### src/rtl/rev_gate_pkg.sv
// Shared types for the reversible gate engine: gate-type and FSM enums, entry sizing helper.
package rev_gate_pkg;

  typedef enum logic [1:0] {
    GT_NOP     = 2'b00,
    GT_TOFFOLI = 2'b01,
    GT_FREDKIN = 2'b10
  } gate_type_e;

  typedef enum logic [1:0] {
    S_IDLE = 2'b00,
    S_RUN  = 2'b01,
    S_DONE = 2'b10
  } fsm_state_e;

  // Packed entry layout {gtype[1:0], ctrl[WIDTH-1:0], tgt_a[IDXW-1:0], tgt_b[IDXW-1:0]}
  function automatic int unsigned entry_bits(int unsigned width, int unsigned idxw);
    return 2 + width + 2 * idxw;
  endfunction

endpackage

### src/rtl/rev_gate_apply.sv
// Combinational single-gate step: control check, degenerate-entry NOP rules, Toffoli flip or
// Fredkin swap.
module rev_gate_apply
  import rev_gate_pkg::*;
#(
  parameter int unsigned WIDTH  = 8,
  parameter int unsigned IDXW   = $clog2(WIDTH),
  parameter int unsigned EntryW = entry_bits(WIDTH, IDXW)
) (
  input  logic [WIDTH-1:0]  state_i,
  input  logic [EntryW-1:0] entry_i,
  output logic [WIDTH-1:0]  state_o
);

  typedef struct packed {
    logic [1:0]       gtype;
    logic [WIDTH-1:0] ctrl;
    logic [IDXW-1:0]  tgt_a;
    logic [IDXW-1:0]  tgt_b;
  } gate_entry_t;

  gate_entry_t      e;
  logic [WIDTH-1:0] one, bit_a, bit_b;
  logic             ctrl_ok, clash_a, clash_b, bits_differ;

  always_comb begin
    e       = gate_entry_t'(entry_i);
    one     = {{(WIDTH-1){1'b0}}, 1'b1};
    // Out-of-range targets shift to an all-zero mask, which the checks below treat as NOP
    bit_a   = one << e.tgt_a;
    bit_b   = one << e.tgt_b;
    ctrl_ok = (state_i & e.ctrl) == e.ctrl;
    clash_a = |(e.ctrl & bit_a);
    clash_b = |(e.ctrl & bit_b);
    bits_differ = (|(state_i & bit_a)) != (|(state_i & bit_b));
    state_o = state_i;
    if (ctrl_ok && !clash_a && (bit_a != '0)) begin
      case (e.gtype)
        GT_TOFFOLI: state_o = state_i ^ bit_a;
        GT_FREDKIN: begin
          if ((bit_b != '0) && (bit_a != bit_b) && !clash_b && bits_differ) begin
            state_o = state_i ^ bit_a ^ bit_b;
          end
        end
        default: state_o = state_i;
      endcase
    end
  end

endmodule

### src/rtl/rev_gate_engine.sv
// Sequential reversible-logic engine: applies up to DEPTH programmed gates, one per clock.
// Optional macro REV_INVERSE_EN enables running the program in reverse (uncompute).
module rev_gate_engine
  import rev_gate_pkg::*;
#(
  parameter int unsigned WIDTH = 8,
  parameter int unsigned DEPTH = 16,
  parameter int unsigned IDXW  = $clog2(WIDTH),
  parameter int unsigned ADRW  = $clog2(DEPTH)
) (
  input  logic              clk,
  input  logic              rst,
  input  logic              prog_we,
  input  logic [ADRW-1:0]   prog_addr,
  input  logic [1:0]        prog_type,
  input  logic [WIDTH-1:0]  prog_ctrl,
  input  logic [IDXW-1:0]   prog_tgt_a,
  input  logic [IDXW-1:0]   prog_tgt_b,
  input  logic [ADRW:0]     prog_len,
  input  logic              in_valid,
  output logic              in_ready,
  input  logic [WIDTH-1:0]  in_data,
  input  logic              in_inv,
  output logic              out_valid,
  input  logic              out_ready,
  output logic [WIDTH-1:0]  out_data,
  output logic              busy
);

  localparam int unsigned EntryW = entry_bits(WIDTH, IDXW);
  localparam int unsigned LenW   = ADRW + 1;

  typedef struct packed {
    logic [1:0]       gtype;
    logic [WIDTH-1:0] ctrl;
    logic [IDXW-1:0]  tgt_a;
    logic [IDXW-1:0]  tgt_b;
  } gate_entry_t;

  fsm_state_e       fsm_q, fsm_d;
  logic [WIDTH-1:0] data_q, data_d, gate_out;
  logic [ADRW-1:0]  pc_q, pc_d;
  logic [LenW-1:0]  cnt_q, cnt_d, len_clip;
  gate_entry_t      prog_q [DEPTH];
  gate_entry_t      prog_d [DEPTH];

`ifdef REV_INVERSE_EN
  logic inv_q, inv_d;
`else
  logic unused_inv;
  assign unused_inv = in_inv;
`endif

  rev_gate_apply #(
    .WIDTH  (WIDTH),
    .IDXW   (IDXW),
    .EntryW (EntryW)
  ) u_apply (
    .state_i (data_q),
    .entry_i (prog_q[pc_q]),
    .state_o (gate_out)
  );

  always_ff @(posedge clk or posedge rst) begin
    if (rst) fsm_q <= S_IDLE;
    else     fsm_q <= fsm_d;
  end

  always_ff @(posedge clk or posedge rst) begin
    if (rst) begin
      data_q <= '0;
      pc_q   <= '0;
      cnt_q  <= '0;
`ifdef REV_INVERSE_EN
      inv_q  <= 1'b0;
`endif
      for (int i = 0; i < DEPTH; i++) prog_q[i] <= '0;
    end else begin
      data_q <= data_d;
      pc_q   <= pc_d;
      cnt_q  <= cnt_d;
`ifdef REV_INVERSE_EN
      inv_q  <= inv_d;
`endif
      prog_q <= prog_d;
    end
  end

  // Program writes only land in IDLE so the list is frozen for the whole run
  always_comb begin
    prog_d = prog_q;
    if (prog_we && (fsm_q == S_IDLE) && (32'(prog_addr) < DEPTH)) begin
      prog_d[prog_addr] = '{gtype: prog_type, ctrl: prog_ctrl,
                            tgt_a: prog_tgt_a, tgt_b: prog_tgt_b};
    end
  end

  always_comb begin
    len_clip = (prog_len > LenW'(DEPTH)) ? LenW'(DEPTH) : prog_len;
    fsm_d    = fsm_q;
    data_d   = data_q;
    pc_d     = pc_q;
    cnt_d    = cnt_q;
`ifdef REV_INVERSE_EN
    inv_d    = inv_q;
`endif
    unique case (fsm_q)
      S_IDLE: begin
        if (in_valid) begin
          data_d = in_data;
          cnt_d  = len_clip;
`ifdef REV_INVERSE_EN
          inv_d  = in_inv;
          pc_d   = in_inv ? ADRW'(len_clip - LenW'(1)) : '0;
`else
          pc_d   = '0;
`endif
          fsm_d  = (len_clip == '0) ? S_DONE : S_RUN;
        end
      end
      S_RUN: begin
        data_d = gate_out;
        cnt_d  = cnt_q - LenW'(1);
`ifdef REV_INVERSE_EN
        pc_d   = inv_q ? (pc_q - ADRW'(1)) : (pc_q + ADRW'(1));
`else
        pc_d   = pc_q + ADRW'(1);
`endif
        if (cnt_q == LenW'(1)) fsm_d = S_DONE;
      end
      S_DONE: begin
        if (out_ready) fsm_d = S_IDLE;
      end
      default: fsm_d = S_IDLE;
    endcase
  end

  always_comb begin
    in_ready  = (fsm_q == S_IDLE);
    out_valid = (fsm_q == S_DONE);
    busy      = (fsm_q != S_IDLE);
    out_data  = out_valid ? data_q : '0;
  end

endmodule

### config.mk
export PLATFORM = sky130hd
export DESIGN_NAME = rev_gate_engine
export DESIGN_NICKNAME = d
export VERILOG_FILES = /design/src/rtl/rev_gate_pkg.sv /design/src/rtl/rev_gate_apply.sv /design/src/rtl/rev_gate_engine.sv
export SDC_FILE = /design/constraint.sdc
export NUM_CORES = 1
export LEC_CHECK = 0
export CORE_AREA = 8 8 196 273
export CTS_CLUSTER_SIZE = 25
export DETAILED_ROUTE_END_ITERATION = 10
export DIE_AREA = 0 0 204 281
export SYNTH_ARGS = -nofsm -noshare
export SYNTH_HDL_FRONTEND = slang
export SYNTH_SLANG_ARGS = --single-unit
### constraint.sdc
create_clock -name clk -period 14.55 [get_ports clk]
set_clock_uncertainty 0.2 [all_clocks]
set_input_delay 2.91 -clock clk [delete_from_list [all_inputs] [get_ports clk]]
set_output_delay 2.91 -clock clk [all_outputs]
set_load 0.02 [all_outputs]
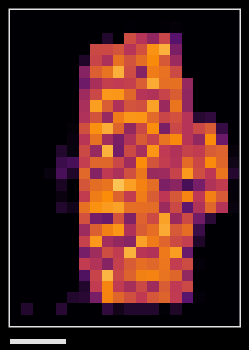
(images/cell_density.png)
Bar = 50 um. The die is cut into 20 by 28 equal tiles; black is low, pale yellow is high, 0 to 100% covered.
densest ninth of the die: center
mean over tiles: 26%
nearly empty tiles: 49%
tiles over 75% full: 5.4%
fullest tile: 87%

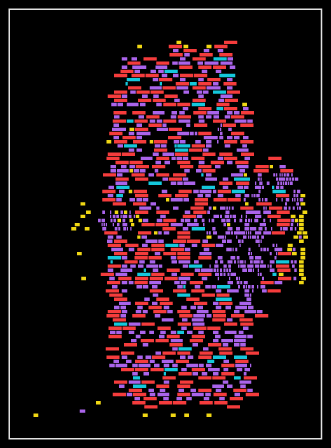
(images/placement_by_type.png)
| color | class | cells | share of their area |
|---|---|---|---|
| cyan | clock drivers and dummy loads | 48 | 6.2% |
| yellow | remaining buffers and delay cells | 67 | 4.2% |
| red | sequential cells | 275 | 46% |
| purple | combinational and other logic | 619 | 43% |

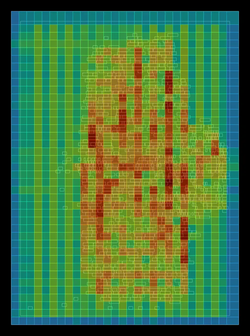
(images/congestion.png)
total routing resource utilization after global routing: 11.9%
Layout Utilization: 31.7%
global routing usage on met1: 14.8%
global-route met2 utilization: 19.9%
wire length per cell after detailed routing: 20.4 um

==> metrics.sh <==
SLEW_AT_THE_PIN_WITH_THE_WORST_MAX_SLEW_SLACK_NS=1.13
FINAL_ANTENNA_NET_COUNT=0
STATIC_POWER_DUE_TO_LEAKAGE_nW=6.79
ENDPOINT_OF_THE_WORST_REGISTER_TO_REGISTER_PATH='data_q[1]$_DFFE_PP0P_'
ROUTE.LAYER.MET1.WL_UM=14400
RR_WORST_DEPTH=13
TOP_POST_SYNTHESIS_CELLS_BY_COUNT='dfrtp_1 (275), mux2_2 (261), mux4_2 (63)'
NET-SWITCHING-POWER_mW=1.19
HIGHEST_CLOCK_RATE_MHz=176
CRITPATHTOPFAMILY='buffers and inverters'
ANTENNA_FOUND_INITIAL=2
REGTOREGSETUPSLACK_NS=9.26
MET2_LENGTH_UM=16400
CTS_TREE='done'
TOPCELLSBYAREA='dfrtp_1 (50%), mux2_2 (21%), mux4_2 (10%), mux2i_1 (1.9%), clkbuf_1 (1.2%)'
GRT_PASS1_WL_UM=53000
HOLD-PATH-ENDPOINT='prog_q[161]$_DFFE_PP0P_'
PATH_CLK_SLEW_NS=0.06
CRIT_PATH_CELL_TRACE='clkdlybuf4s50_1 > inv_8 > buf_4 > buf_4'
SYNTH_CHIP_AREA_MM2=0.0137
GP_ROUTABILITY_CONGESTION=0.813
CP_DATA_REQUIRED_TIME_NS=14.83
TOP_CELL_AREA_SHARE_PCT=50.3
FINALMAXSLEWVIOLATIONS=0
FINAL_HOLD_VIOL_COUNT=0
CRIT_BUF_INV=4
CTS_RESIZED=0
SEQPWRFRAC_PCT=38.3
DR.FIRST_ITER.DRC_COUNT=550
PEAKVDDDROP_uV=122
SYNTH-EDFF-COUNT=0
CTS_NUM_SINKS=275
DR.PASS1.ITERS=7
GLOBAL_ROUTE.OVERFLOW_TOTAL=0
CHIPHEIGHT_UM=281
SUM_OF_NEGATIVE_SETUP_SLACK_NS=0
DIEAREA_MM2=0.0573
FLOORPLAN.ROWS=97
SYNTHESIZED_INSTANCE_COUNT=961
DOMINANT_CELL_BY_COUNT_IN_THE_SYNTHESIZED_NETLIST='dfrtp_1'
SOURCE_OF_THE_WORST_REGISTER_TO_REGISTER_TIMING_PATH='pc_q[0]$_DFFE_PP0P_'
CELLS_YOSYS=961
FINAL_AREA_MM2=0.0157
CLOCK_TREE.ROOT_CELL='clkbuf_16'
DPL.HPWL_UM=22000
MAX_CAP_VIOLATIONS=0
CLOCK_TREE.BUFFER_DEPTH=3
PWR_DENSITY_CELL_mW_PER_MM2=225
TIMING.CRITICAL_PATH.TO='prog_q[147]$_DFFE_PP0P_'
TOP_LAYER_USED='met5'
WARNING_COUNT=31
RUN_STATUS='finished clean'
WORST_PATH_MAX_DELAY_CELL='buf_4'
FLOORPLAN.CORE_UTIL_PCT=27.6
YOSYSWARNINGCOUNT=0
TIMING.CRITICAL_PATH.FANOUT_MAX=124
MAPPEDNETLISTAREA_MM2=0.0137
HOLD-WORST-SLACK_NS=0.299
LAYOUT.NETS=1040
IO_BUFFERS=48
TIMING.SLEW.HEADROOM_PCT=24.3
CRITPATHCAPTURETYPE='asynchronous set/reset pin'
WHS_PATH_DEPTH=1
CRIT_ARRIVAL_NS=5.97
CPPEAKSTAGEDELAY_NS=0.98
CLOCK_POWER_SHARE_PCT=20.4
FLOW.AREA_GROWTH_FROM_SYNTHESIS_PCT=14.9
DRT_DRC=0
WIRELENGTH_UM=33700
CTS_BUFFERS=27
LARGEST_AREA_CONTRIBUTOR_IN_THE_NETLIST='dfrtp_1'
ROUTE.DETAILED.VIAS_PER_INST=4.94
SYNTH-SEQ-CELLS=275
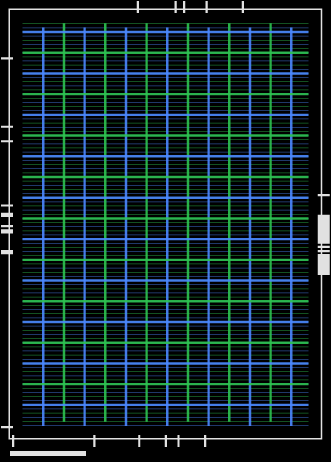
(images/power_grid.png)
Bar = 50 um. Pins as bars on the die edge.
| color | net |
|---|---|
| blue | VSS |
| green | VDD |
signal pins: 50
met1 rails: 98

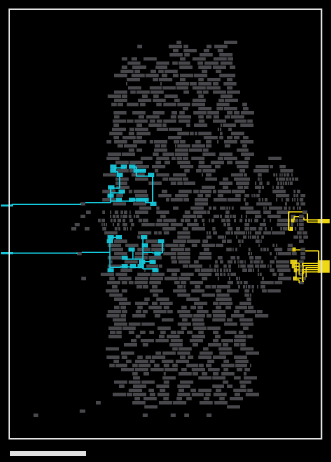
(images/io_fan.png)
Bar = 50 um.
| color | port | bits | direction | end cells | buffers | wire |
|---|---|---|---|---|---|---|
| yellow | out_data | 8 | output | 8 | 8 | 186 um |
| cyan | prog_type | 2 | input | 32 | 2 | 376 um |

kinds of logic (layout without fill, tap and decap cells):
| family | after synthesis | after routing | share of synthesized area (%) |
|---|---|---|---|
| AND-OR/OR-AND | 90 | 90 | 4.61 |
| XOR/XNOR | 11 | 11 | 0.705 |
| adder cells (fa/ha/maj) | 11 | 11 | 1.01 |
| buffers and inverters | 83 | 131 | 3.01 |
| flip-flops | 275 | 275 | 50.3 |
| multiplexers | 362 | 362 | 35.6 |
| other | 0 | 1 | 0 |
| AND/OR/NAND/NOR | 129 | 129 | 4.79 |
per-stage QoR:
stage	setup slack (ns)	power, mW	utilization (%)	cells
CTS	8.72	3.58	31.7	1652
finish	8.86	3.54	31.7	1653
floorplan	3.86	2.48	-	961
global route	8.39	3.77	31.7	1652
global placement	8.23	2.79	29.9	1604
detailed placement	8.16	2.84	29.9	1604
per-layer routing:
metal  GRT usage (%)  vias up
met2            19.9      169
met1            14.8     4314
met3            2.93       50
li1                -     3631
met4            3.98        2
met5               0        -
worst reg2reg max path: stages, from the launching register on:
cell	delay (ns)
dfrtp_4	0.75
buf_4	0.74
mux4_2	0.61
a22oi_1	0.53
nand2_2	0.31
nand3_1	0.21
inv_1	0.07
ha_1	0.17
nor4_1	0.30
nand2_1	0.12
a21oi_1	0.23
o31ai_4	0.11
a32oi_4	0.48
mux2_4	0.34
cell type report:
class / count / area (um^2)
Clock buffer: 41 / 808
Antenna cell: 1 / 2.50
Fill cell: 4906 / 33800
Inverter: 16 / 67.6
Sequential cell: 275 / 6890
Clock inverter: 7 / 114
Tap cell: 643 / 805
Timing Repair Buffer: 67 / 623
Multi-Input combinational cell: 603 / 6410
placed cells by master (no fill, tap or decap), drive strengths merged, types with 3 or more instances in the layout:
cell,n
a22oi,11
o22ai,4
clkinv,5
dfrtp,275
clkbuf,41
a22o,5
mux2i,26
xnor2,8
a31oi,3
nor2b,8
and2,9
a21oi,24
nor3,9
ha,11
nor2,32
clkdlybuf4s50,48
nand3,7
nand2b,7
nand2,38
nor3b,3
bufinv,3
buf,19
mux2,267
xor2,3
mux4,69
o21ai,22
a211oi,5
inv,15
state kept, by name, summed over array words and instances, names as in the netlist:
register	count
cnt_q	5
data_q	8
fsm_q	2
pc_q	4
prog_q	256
power by group through the flow:
stage                     Combinational [mW]  Sequential (mW)  Clock (mW)
after global routing                    1.58             1.41       0.775
after global placement                  1.44             1.35           0
final                                   1.46             1.36       0.724
after CTS                               1.48             1.36       0.743
after detailed placement                1.47             1.37           0
after floorplan                         1.22             1.26           0
Power and IR drop assume default switching activity.
